Run 1, logic cells by family:
Scale: 3 px per um.
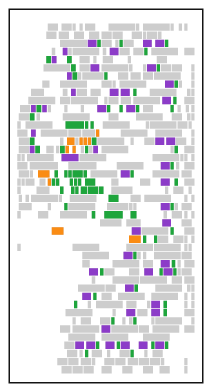
Run 1, clock network drawn from the DEF:
Scale: 4 px per um.
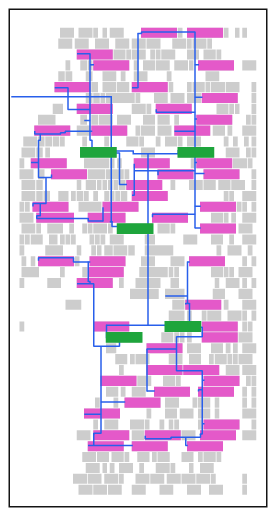
Run 1, clock wiring as the flow saved it:
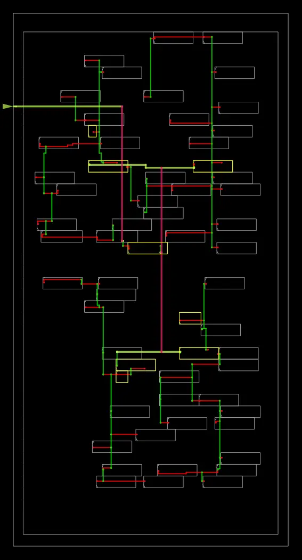
Run 1, routed metal, one colour a layer:
Scale: 3 px per um.
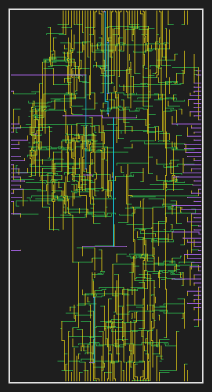
[src/rtl/exception_sequencer_if.sv]
// Bundle of detector, vector-memory and PC-load signals between the exception
// sequencer (master) and its surroundings (slave).
interface exception_sequencer_if;
    logic        exception;
    logic [2:0]  exception_code;
    logic [31:0] epc_in;
    logic        mem_req;
    logic [31:0] mem_addr;
    logic        mem_ready;
    logic [7:0]  mem_rdata;
    logic [31:0] epc;
    logic [2:0]  cause;
    logic        busy;
    logic        pc_load;
    logic [31:0] pc_next;
    logic        timeout_err;

    modport master (
        input  exception, exception_code, epc_in, mem_ready, mem_rdata,
        output mem_req, mem_addr, epc, cause, busy, pc_load, pc_next, timeout_err
    );

    modport slave (
        output exception, exception_code, epc_in, mem_ready, mem_rdata,
        input  mem_req, mem_addr, epc, cause, busy, pc_load, pc_next, timeout_err
    );
endinterface

[src/rtl/exception_sequencer.sv]
// Latches EPC/cause on an exception, fetches the one-byte handler vector from
// 0xFD-0xFF (with a timeout fallback) and issues a one-cycle PC load.
module exception_sequencer #(
    parameter int unsigned TIMEOUT    = 16,
    parameter logic [31:0] DEFAULT_PC = 32'h0000_0000
) (
    input  logic                  clk,
    input  logic                  reset,
    exception_sequencer_if.master bus
);
    localparam int unsigned CNT_W = $clog2(TIMEOUT + 1);

    typedef enum logic [1:0] {
        IDLE,
        FETCH,
        LOAD
    } state_e;

    state_e           state_q, state_d;
    logic [31:0]      epc_q, epc_d;
    logic [2:0]       cause_q, cause_d;
    logic [31:0]      mem_addr_q, mem_addr_d;
    logic [31:0]      pc_next_q, pc_next_d;
    logic [CNT_W-1:0] cnt_q, cnt_d;
    logic             tmo_q, tmo_d;

    // NOTE: sequential state uses non-blocking assignments so every register
    // samples the pre-edge values regardless of statement order.
    always_ff @(posedge clk or posedge reset) begin
        if (reset) begin
            state_q    <= IDLE;
            epc_q      <= '0;
            cause_q    <= '0;
            mem_addr_q <= '0;
            pc_next_q  <= '0;
            cnt_q      <= '0;
            tmo_q      <= 1'b0;
        end else begin
            state_q    <= state_d;
            epc_q      <= epc_d;
            cause_q    <= cause_d;
            mem_addr_q <= mem_addr_d;
            pc_next_q  <= pc_next_d;
            cnt_q      <= cnt_d;
            tmo_q      <= tmo_d;
        end
    end

    always_comb begin
        // NOTE: every target defaults to its held value first, so no path
        // through the case can leave a signal unassigned and infer a latch.
        state_d    = state_q;
        epc_d      = epc_q;
        cause_d    = cause_q;
        mem_addr_d = mem_addr_q;
        pc_next_d  = pc_next_q;
        cnt_d      = cnt_q;
        tmo_d      = tmo_q;

        unique case (state_q)
            IDLE: begin
                if (bus.exception && (bus.exception_code != 3'b000)) begin
                    epc_d   = bus.epc_in;
                    cnt_d   = '0;
                    tmo_d   = 1'b0;
                    state_d = FETCH;
                    // Same bit0 > bit1 > bit2 priority as the detector.
                    if (bus.exception_code[0]) begin
                        cause_d    = 3'b001;
                        mem_addr_d = 32'h0000_00FD;
                    end else if (bus.exception_code[1]) begin
                        cause_d    = 3'b010;
                        mem_addr_d = 32'h0000_00FE;
                    end else begin
                        cause_d    = 3'b100;
                        mem_addr_d = 32'h0000_00FF;
                    end
                end
            end

            FETCH: begin
                if (bus.mem_ready) begin
                    pc_next_d = {24'b0, bus.mem_rdata};
                    state_d   = LOAD;
                end else if (cnt_q == CNT_W'(TIMEOUT - 1)) begin
                    pc_next_d = DEFAULT_PC;
                    tmo_d     = 1'b1;
                    state_d   = LOAD;
                end else begin
                    cnt_d = cnt_q + CNT_W'(1);
                end
            end

            LOAD: begin
                tmo_d   = 1'b0;
                state_d = IDLE;
            end

            default: state_d = IDLE;
        endcase
    end

    always_comb begin
        bus.mem_req     = (state_q == FETCH);
        bus.busy        = (state_q != IDLE);
        bus.pc_load     = (state_q == LOAD);
        bus.timeout_err = (state_q == LOAD) && tmo_q;
    end

    assign bus.epc      = epc_q;
    assign bus.cause    = cause_q;
    assign bus.mem_addr = mem_addr_q;
    assign bus.pc_next  = pc_next_q;

endmodule
[src/flat_wrapper.sv]
// flat-port wrapper written by rule: the top's interface ports become plain ports
module exception_sequencer_flat 
#(
    parameter int unsigned TIMEOUT    = 16,
    parameter logic [31:0] DEFAULT_PC = 32'h0000_0000
)
  (clk, reset, bus_exception, bus_exception_code, bus_epc_in, bus_mem_ready, bus_mem_rdata, bus_mem_req, bus_mem_addr, bus_epc, bus_cause, bus_busy, bus_pc_load, bus_pc_next, bus_timeout_err);
  exception_sequencer_if bus_i ();
  input  logic clk;
  input  logic reset;
  input wire logic [$bits(bus_i.exception)-1:0] bus_exception;
  input wire logic [$bits(bus_i.exception_code)-1:0] bus_exception_code;
  input wire logic [$bits(bus_i.epc_in)-1:0] bus_epc_in;
  input wire logic [$bits(bus_i.mem_ready)-1:0] bus_mem_ready;
  input wire logic [$bits(bus_i.mem_rdata)-1:0] bus_mem_rdata;
  output wire logic [$bits(bus_i.mem_req)-1:0] bus_mem_req;
  output wire logic [$bits(bus_i.mem_addr)-1:0] bus_mem_addr;
  output wire logic [$bits(bus_i.epc)-1:0] bus_epc;
  output wire logic [$bits(bus_i.cause)-1:0] bus_cause;
  output wire logic [$bits(bus_i.busy)-1:0] bus_busy;
  output wire logic [$bits(bus_i.pc_load)-1:0] bus_pc_load;
  output wire logic [$bits(bus_i.pc_next)-1:0] bus_pc_next;
  output wire logic [$bits(bus_i.timeout_err)-1:0] bus_timeout_err;
  assign bus_i.exception = bus_exception;
  assign bus_i.exception_code = bus_exception_code;
  assign bus_i.epc_in = bus_epc_in;
  assign bus_i.mem_ready = bus_mem_ready;
  assign bus_i.mem_rdata = bus_mem_rdata;
  assign bus_mem_req = bus_i.mem_req;
  assign bus_mem_addr = bus_i.mem_addr;
  assign bus_epc = bus_i.epc;
  assign bus_cause = bus_i.cause;
  assign bus_busy = bus_i.busy;
  assign bus_pc_load = bus_i.pc_load;
  assign bus_pc_next = bus_i.pc_next;
  assign bus_timeout_err = bus_i.timeout_err;
  exception_sequencer #(.TIMEOUT(TIMEOUT), .DEFAULT_PC(DEFAULT_PC)) u_core (.clk(clk), .reset(reset), .bus(bus_i));
endmodule
[config.mk]
export PLATFORM = sky130hd
export DESIGN_NAME = exception_sequencer_flat
export DESIGN_NICKNAME = d
export VERILOG_FILES = /design/src/rtl/exception_sequencer_if.sv /design/src/rtl/exception_sequencer.sv /design/src/flat_wrapper.sv
export SDC_FILE = /design/constraint.sdc
export NUM_CORES = 1
export LEC_CHECK = 0
export ABC_AREA = 1
export CAP_MARGIN = 15
export CORE_ASPECT_RATIO = 2
export CORE_MARGIN = 2
export CORE_UTILIZATION = 40
export DETAILED_ROUTE_END_ITERATION = 7
export PLACE_DENSITY = 0.81
export SLEW_MARGIN = 20
export SYNTH_ARGS = -nofsm -noshare
export SYNTH_HDL_FRONTEND = slang
export SYNTH_SLANG_ARGS = --single-unit
[constraint.sdc]
create_clock -name clk -period 1.75 [get_ports clk]
set_input_delay 0.2625 -clock clk [delete_from_list [all_inputs] [get_ports clk]]
set_output_delay 0.2625 -clock clk [all_outputs]
set_load 0.01 [all_outputs]
==> reports/metrics.cfg, run 1 <==
[cells_and_area]
layout.comb_gates.multi_input=184
logic_area_mm2=0.001017
final_area_mm2=0.003958
nonClkBufAreaFrac_pct=28.30
signal_buffers=108
num-nonclk-inverters=54
num_antenna_cells=0
clk_share_pct=3.825
synthToLayoutAreaGrowth_pct=37.40
drive_above_1_share_pct=16.67
final-seq-area_mm2=0.001354
layout_top_cells=97 x clkdlybuf4s50_1, 56 x nand2_1, 52 x inv_1, 52 x dfrtp_1, 48 x conb_1
dominant_cells=registers
comb_area_share_pct=25.70
fillers=653
finalNetCount=456

[grt]
gr-usage-met3_pct=2.981
busiest_layer=met2
use_met1_pct=16.68
grt_start_max_net_pins=42
first_global_vias=1968
track_usage_pct=14.89
grt_pass1_wl_um=9266
grtUsageMet2_pct=27.15

[cts]
cts_setup_buffers=0
cts.repair.resized=3
cts.clk_slew.worst_paths_ps=70
cts_tree=yes
clockRootBuffer=clkbuf_16
numCtsBuffers=5
htree_levels=2
hold_buffers=0
cts_max_path_buffers=2

[routing]
routed_wl_um=5684
route.vias.total=2110
detail-route-antenna-nets=0
first_pass_iters=4
wl_met1_um=2056
wl_met3_um=342
wl_met2_um=3138
wl_per_cell_um=11.41

[floorplanning]
die_area_mm2=0.007936
dieHeight_um=124.0
ioPinCount=150
placementRows=43
die_x_um=64
taps=90
core_area_mm2=0.006940
initCoreUtil_pct=41.50

[sta]
finClkSkew_ps=5.620
period_minus_slack_ps=1590
grt_setup_unrepaired=no
setup_ws_ps=160.1
hold_ws_ps=260.5
post-route-period-util_pct=90.85
setup_viol_count_final=0
final-max-slew-violation-count=0
fin_setup_tns_ps=0
max_clock_freq_mhz=629.0
hold_viol_final=0

[logic_synthesis]
simple_gate_share_pct=14.64
synthCells=308
ys_sh_aoi_pct=13.12
ys_cells=308
fa_ha_area_share_pct=0.8688
synth_chip_area_mm2=0.002880
syn_avg_cell_area_um2=9.352
common_cells=56 x nand2_1, 54 x dfrtp_1, 53 x buf_4, 53 x inv_1, 37 x o21ai_2
synth.most_common_cell=nand2_1
ys_seq_share_pct=46.92
async_reset_ff_share_pct=100.0
ys_warn_count=0
synth-seq-cells=54
yosys.area.top_type=dfrtp_1
synth-edff-count=0
top_logic_kind=buffers and inverters
mux_share_pct=0

[placed_design]
placed_area_mm2=0.003785
place_hpwl_um=4515
dp_slack_ps=134.1
gp_congestion=0.7403
io_buffer_count=101

[setup_path]
cpMostUsedCell=nand2_1
timing.rr.end=u_core.cnt_q[4]
reg2reg_from=u_core.cnt_q[0]
path_depth=9
end_kind=flop
slowest_delay_ps=420
critPathSlowestCell=dfrtp_1
worstSetupStartpoint=u_core.cnt_q[0]
critPathMaxFanout=7
path_cells=ha_1 -> nand2_1 -> nor2_1 -> ha_1 -> inv_1 -> nand3_4 -> nand2_2 -> nand2_1 -> nand2_1
crit_end=u_core.cnt_q[4]
critPathLaunchType=flop
required_ps=1970
path_class=reg -> reg
path_buffers=1
arrival_ps=1810
crit_family=simple AND/OR/NAND/NOR gates

[outcome]
status=completed

[worst_hold_path]
worstHoldPathType=in -> async

[pwr]
totalPowerFinal_mw=5.122
p_per_area_mw_per_mm2=1294
power.leakage_nw=1.986
peakVddDrop_mv=0.7638

[flow_run]
cap_violations=0
warnings=26

Back to the opening pictures, 'logic cells by family':
Key: NOR gates = orange [cells 11]; NAND gates = green [cells 75]; inverting AOI/OAI gates = purple [cells 47]

Back to the opening pictures, 'clock network drawn from the DEF':
Key: clock wires = blue [length 618 um]; cells driving clock nets = green [count 5]; flip-flops = magenta [count 54]
There are 6 routed clock nets.

Back to the opening pictures, 'clock wiring as the flow saved it':
worst skew pair latency: 290 ps
seq_cells: 54
clock buf count: 6
clk sink count: 54

Back to the opening pictures, 'routed metal, one colour a layer':
Key: met3 = purple [wire length 342 um]; met1 = green [wire length 2,060 um]; met2 = yellow [wire length 3,140 um]; met4 = cyan [wire length 148 um]

run 1: where the power goes:
group	leakage (nW)	internal, mW	switching [mW]
registers	0.671	1.70	0.262
clock network	0.0729	0.567	0.426
logic	1.24	1.17	0.998
run 1: per-stage QoR:
stage / utilization [%] / std cells
floorplan: - / 355
finish: 57.02 / 498
detailed placement: 54.53 / 490
CTS: 56.79 / 498
global placement: 54.53 / 490
global route: 57.02 / 498
run 1: flip-flops by register name, summed over array words and instances (netlist names):
| name | count |
|---|---|
| u_core.bus.mem_addr | 3 |
| u_core.tmo_q | 1 |
| u_core.bus.epc | 32 |
| u_core.state_q | 2 |
| u_core.bus.pc_next | 8 |
| u_core.cnt_q | 5 |
| u_core.bus.cause | 3 |
Run 1, M3 wires:
Scale: 4 px per um.
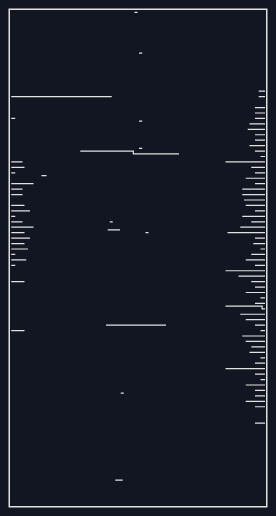

--- run 2 (diff from run 1) ---
--- a/config.mk
+++ b/config.mk
@@ -11,7 +11,7 @@
 export CORE_MARGIN = 2
 export CORE_UTILIZATION = 40
 export DETAILED_ROUTE_END_ITERATION = 7
-export PLACE_DENSITY = 0.81
+export PLACE_DENSITY_LB_ADDON = 0.1
 export SLEW_MARGIN = 20
 export SYNTH_ARGS = -nofsm -noshare
 export SYNTH_HDL_FRONTEND = slang
Run 2, M3 wires:
Scale: 4 px per um.
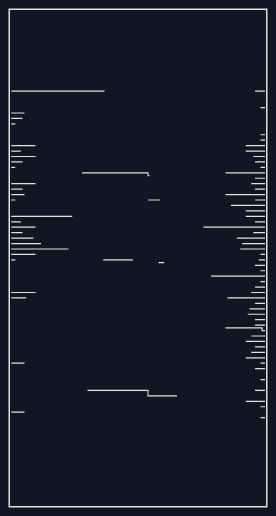
The layer holds 6.6% of the routed length. The longest straight run is 23.0 um. The wires run mostly horizontal. 78 nets have wire on it.
drt total wl: 5637 um
met3 usage: 3.975%

==> reports/metrics.cfg, run 2 <==
[logic_synthesis]
ys_seq_share_pct=46.92
common_cells=56 x nand2_1, 54 x dfrtp_1, 53 x buf_4, 53 x inv_1, 37 x o21ai_2
synthCells=308
synth-seq-cells=54
synth-edff-count=0
ys_warn_count=0
synth.most_common_cell=nand2_1
synth_chip_area_mm2=0.002880

[cells_and_area]
post-route-util_pct=56.61
fillers=670
layout.comb_gates.multi_input=184
clk_share_pct=3.376
final_area_mm2=0.003929
largest_reg_flops=32
signal_buffers=109
nonClkBufAreaFrac_pct=28.25
drive_above_1_share_pct=16.18
logic_area_mm2=0.001017
num-nonclk-inverters=54
synthToLayoutAreaGrowth_pct=36.40
flops=54
final-seq-area_mm2=0.001354
layout_top_cells=99 x clkdlybuf4s50_1, 56 x nand2_1, 52 x inv_1, 52 x dfrtp_1, 48 x conb_1
finalNetCount=457
num_antenna_cells=0
clock_buffers=7

[pwr]
switching_share_pct=32.73
seq_power_share_pct=38.7
p_per_area_mw_per_mm2=1287
clkPwrFrac_pct=18.5
comb_power_share_pct=42.8
power.leakage_nw=1.954
pg_clk_mw=0.934
totalPowerFinal_mw=5.057
comb_power_mw=2.16
powerSeq_mw=1.96
peakVddDrop_mv=0.7121

[routing]
detail-route-antenna-nets=0
wl_met3_um=373
drcViolationCount=0
wl_met1_um=1926
wl_met2_um=3246
first_pass_iters=4
wl_per_cell_um=11.32

[setup_path]
path_class=reg -> out
arrival_ps=1420
worstSetupStartpoint=u_core.state_q[1]
crit_family=buffers and inverters
end_kind=output port
timing.rr.end=u_core.cnt_q[1]
crit_end=bus_mem_req
critPathMaxFanout=4
reg2reg_from=u_core.cnt_q[0]
path_buffers=1
required_ps=1490
path_cells=nor2_4 -> clkdlybuf4s50_1
critPathLaunchType=flop

[placed_design]
dp.cells=490
dp_slack_ps=126.2
place_hpwl_um=4327
io_buffer_count=101
gp_congestion=0.7670

[cts]
cts_sinks=54
cts_max_path_buffers=2
cts_tree=yes
clockRootBuffer=clkbuf_16
hold_buffers=0
cts_setup_buffers=0
cts.clk_slew.worst_paths_ps=60
numCtsBuffers=5
worstSkewPairLatency_ps=290
htree_levels=2
cts.repair.resized=1

[floorplanning]
die_x_um=64
placementRows=43
dieHeight_um=124.0
ioPinCount=150
taps=90
die_area_mm2=0.007936

[grt]
busiest_layer=met2
grt_start_max_net_pins=55
track_usage_pct=14.66
first_global_vias=1905
grtUsageMet2_pct=27.15
use_met1_pct=15.09

[sta]
post-route-period-util_pct=96.24
final-max-slew-violation-count=0
hold_ws_ps=346.4
period_minus_slack_ps=1684
setup_ws_ps=65.81
fin_setup_tns_ps=0
grt_setup_unrepaired=no
max_clock_freq_mhz=593.8
finClkSkew_ps=2.403
hold_viol_final=0

[outcome]
status=completed

Run 2, logic cells by family:
Scale: 3 px per um.
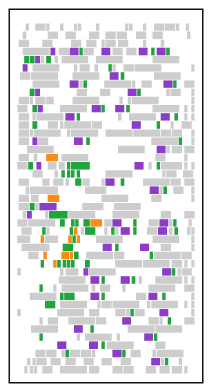
Key: inverting AOI/OAI gates = purple [cells 47, where spread over the die]; NAND gates = green [cells 75, where spread over the die]; NOR gates = orange [cells 11]
logic share of the area: 25.89%
Cell Count, Final, Fillers Out: 498
most numerous logic cell after layout: clkdlybuf4s50_1

run 2: cell count changes in the layout (fill, tap and decap cells not counted):
| cell | delta |
|---|---|
| clkdlybuf4s50_1 | +2 |
| clkbuf_8 | -1 |
| buf_12 | -1 |
| buf_4 | +2 |
| clkbuf_1 | +2 |
| clkinv_2 | -1 |
| dlymetal6s2s_1 | -2 |
| clkinvlp_4 | -1 |
run 2: logic make-up (layout without fill, tap and decap cells):
family / after synthesis / after routing / share of synthesized area [%]
DFF: 54 / 54 / 46.92
buffers and inverters: 117 / 170 / 24.33
AOI/OAI and AO/OA: 47 / 47 / 13.12
other: 1 / 48 / 0.1302
and+or+nand+nor: 87 / 87 / 14.64
adders and majority gates: 2 / 2 / 0.8687
Run 2, routed metal, one colour a layer:
Scale: 3 px per um.
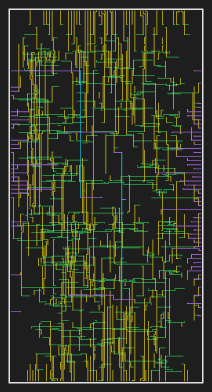

--- run 3 (diff from run 2) ---
--- a/config.mk
+++ b/config.mk
@@ -12,6 +12,7 @@
 export CORE_UTILIZATION = 40
 export DETAILED_ROUTE_END_ITERATION = 7
 export PLACE_DENSITY_LB_ADDON = 0.1
+export SETUP_SLACK_MARGIN = 0.02
 export SLEW_MARGIN = 20
 export SYNTH_ARGS = -nofsm -noshare
 export SYNTH_HDL_FRONTEND = slang
Run 3, routed metal, one colour a layer:
Scale: 3 px per um.
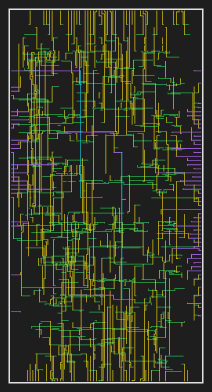
Key: met1 = green [wire length 1,920 um]; met2 = yellow [wire length 3,240 um]; met4 = cyan [wire length 91.1 um]; met3 = purple [wire length 371 um]

Run 3, logic cells by family:
Scale: 3 px per um.
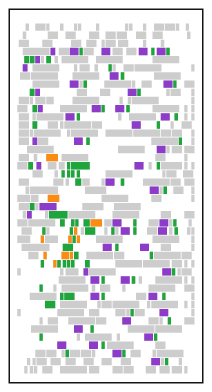
Key: NAND gates = green [cells 75, where spread over the die]; NOR gates = orange [cells 11]; inverting AOI/OAI gates = purple [cells 47, where spread over the die]
Cell Count, Final, Fillers Out: 497
logic share of the area: 25.92%

==> reports/metrics.cfg, run 3 <==
[cts]
worstSkewPairLatency_ps=290
numCtsBuffers=5
cts.clk_slew.worst_paths_ps=60
cts_tree=yes
hold_buffers=0
cts_setup_buffers=0
htree_levels=2
clockRootBuffer=clkbuf_16
cts_sinks=54
cts_max_path_buffers=2

[grt]
grt_pass1_wl_um=9004
grt_start_max_net_pins=55
first_global_vias=1912
track_usage_pct=14.71

[pwr]
switching_share_pct=32.75
powerSeq_mw=1.96
seq_power_share_pct=38.8
power.leakage_nw=1.960
switchingPower_mw=1.652
top_power_group=combinational logic
pg_clk_mw=0.933
clkPwrFrac_pct=18.5
cellInternalPower_mw=3.391
comb_power_mw=2.15
comb_power_share_pct=42.7
p_per_area_mw_per_mm2=1285
totalPowerFinal_mw=5.043
peakVddDrop_mv=0.7121

[setup_path]
end_kind=output port
arrival_ps=1420
path_cells=nor2_4 -> clkdlybuf4s50_1
critPathSlowestCell=clkdlybuf4s50_1
critPathMaxFanout=4
path_class=reg -> out
reg2reg_from=u_core.cnt_q[0]
timing.rr.end=u_core.cnt_q[1]
critPathLaunchType=flop
crit_end=bus_mem_req
worstSetupStartpoint=u_core.state_q[1]
slowest_delay_ps=550
required_ps=1490

[routing]
detail-route-antenna-nets=0
drcViolationCount=0
first_pass_iters=4
wl_per_cell_um=11.31
routed_wl_um=5622
vias_per_cell=4.143
route.vias.total=2059

[logic_synthesis]
synth-seq-cells=54
synth_chip_area_mm2=0.002880
simple_gate_share_pct=14.64
synthCells=308
syn_avg_cell_area_um2=9.352
ys_cells=308
common_cells=56 x nand2_1, 54 x dfrtp_1, 53 x buf_4, 53 x inv_1, 37 x o21ai_2
fa_ha_area_share_pct=0.8688
async_reset_ff_share_pct=100.0
synth-edff-count=0
ys_sh_xor_pct=0
ys_seq_share_pct=46.92
yosys.area.top_type=dfrtp_1
top_logic_kind=buffers and inverters
synth.most_common_cell=nand2_1
ys_sh_aoi_pct=13.12
mux_share_pct=0
ys_warn_count=0

[floorplanning]
core_area_mm2=0.006940
initCoreUtil_pct=41.50
placementRows=43
ioPinCount=150
die_area_mm2=0.007936
dieHeight_um=124.0
taps=90
die_x_um=64

[sta]
fin_setup_tns_ps=0
finClkSkew_ps=2.403
hold_ws_ps=346.5
setup_ws_ps=69.38
hold_viol_final=0
grt_setup_unrepaired=no
setup_viol_count_final=0
max_clock_freq_mhz=595.0
period_minus_slack_ps=1681
final-max-slew-violation-count=0
post-route-period-util_pct=96.04

[cells_and_area]
dominant_cells=registers
clock_buffers=7
signal_buffers=108
final-seq-area_mm2=0.001354
final_area_mm2=0.003924
layout_top_cells=98 x clkdlybuf4s50_1, 56 x nand2_1, 52 x dfrtp_1
flops=54
logic_area_mm2=0.001017
num_antenna_cells=0
layout.comb_gates.multi_input=184
fillers=668
finalNetCount=456
nonClkBufAreaFrac_pct=28.16
synthToLayoutAreaGrowth_pct=36.23
seq_share_pct=34.50
post-route-util_pct=56.54
mostFrequentLayoutCell=clkdlybuf4s50_1
drive_above_1_share_pct=16.22
largest_reg_flops=32
clk_share_pct=3.380

[flow_run]
cap_violations=0
warnings=27

[placed_design]
placed_area_mm2=0.003772
dp_slack_ps=126.2
io_buffer_count=101
place_hpwl_um=4327
gp_congestion=0.7670
dp.cells=490

[worst_hold_path]
worstHoldPathType=in -> async

[outcome]
status=completed

-- run 3: cell count changes in the layout (fill, tap and decap cells not counted), sizes merged --
| cell | change |
|---|---|
| dlymetal6s2s | +1 |
| buf | -1 |
| clkdlybuf4s50 | -1 |
-- run 3: per-layer routing --
layer | routed length (um) | global-route usage [%] | vias to the layer above
met5 | 0 | 0 | -
met3 | 371 | 3.975 | 5
met1 | 1916 | 15.26 | 939
met4 | 91 | 6.522 | 0
met2 | 3243 | 27.15 | 83
li1 | - | - | 1032
-- run 3: critical path: cells and delay by family, from the launching register on --
kind,cells,cell delay [ps]
buffers and inverters,1,550
flip-flops,1,460
AND/OR/NAND/NOR,1,130
-- run 3: what timing repair did --
item / in CTS / in global routing
gates resized: 3 / 5
cloned: 0 / 0
setup endpoints to repair: 3 / 11
pin swaps: 0 / 1
No activity file was given, so power comes from the tool's default toggle rates.
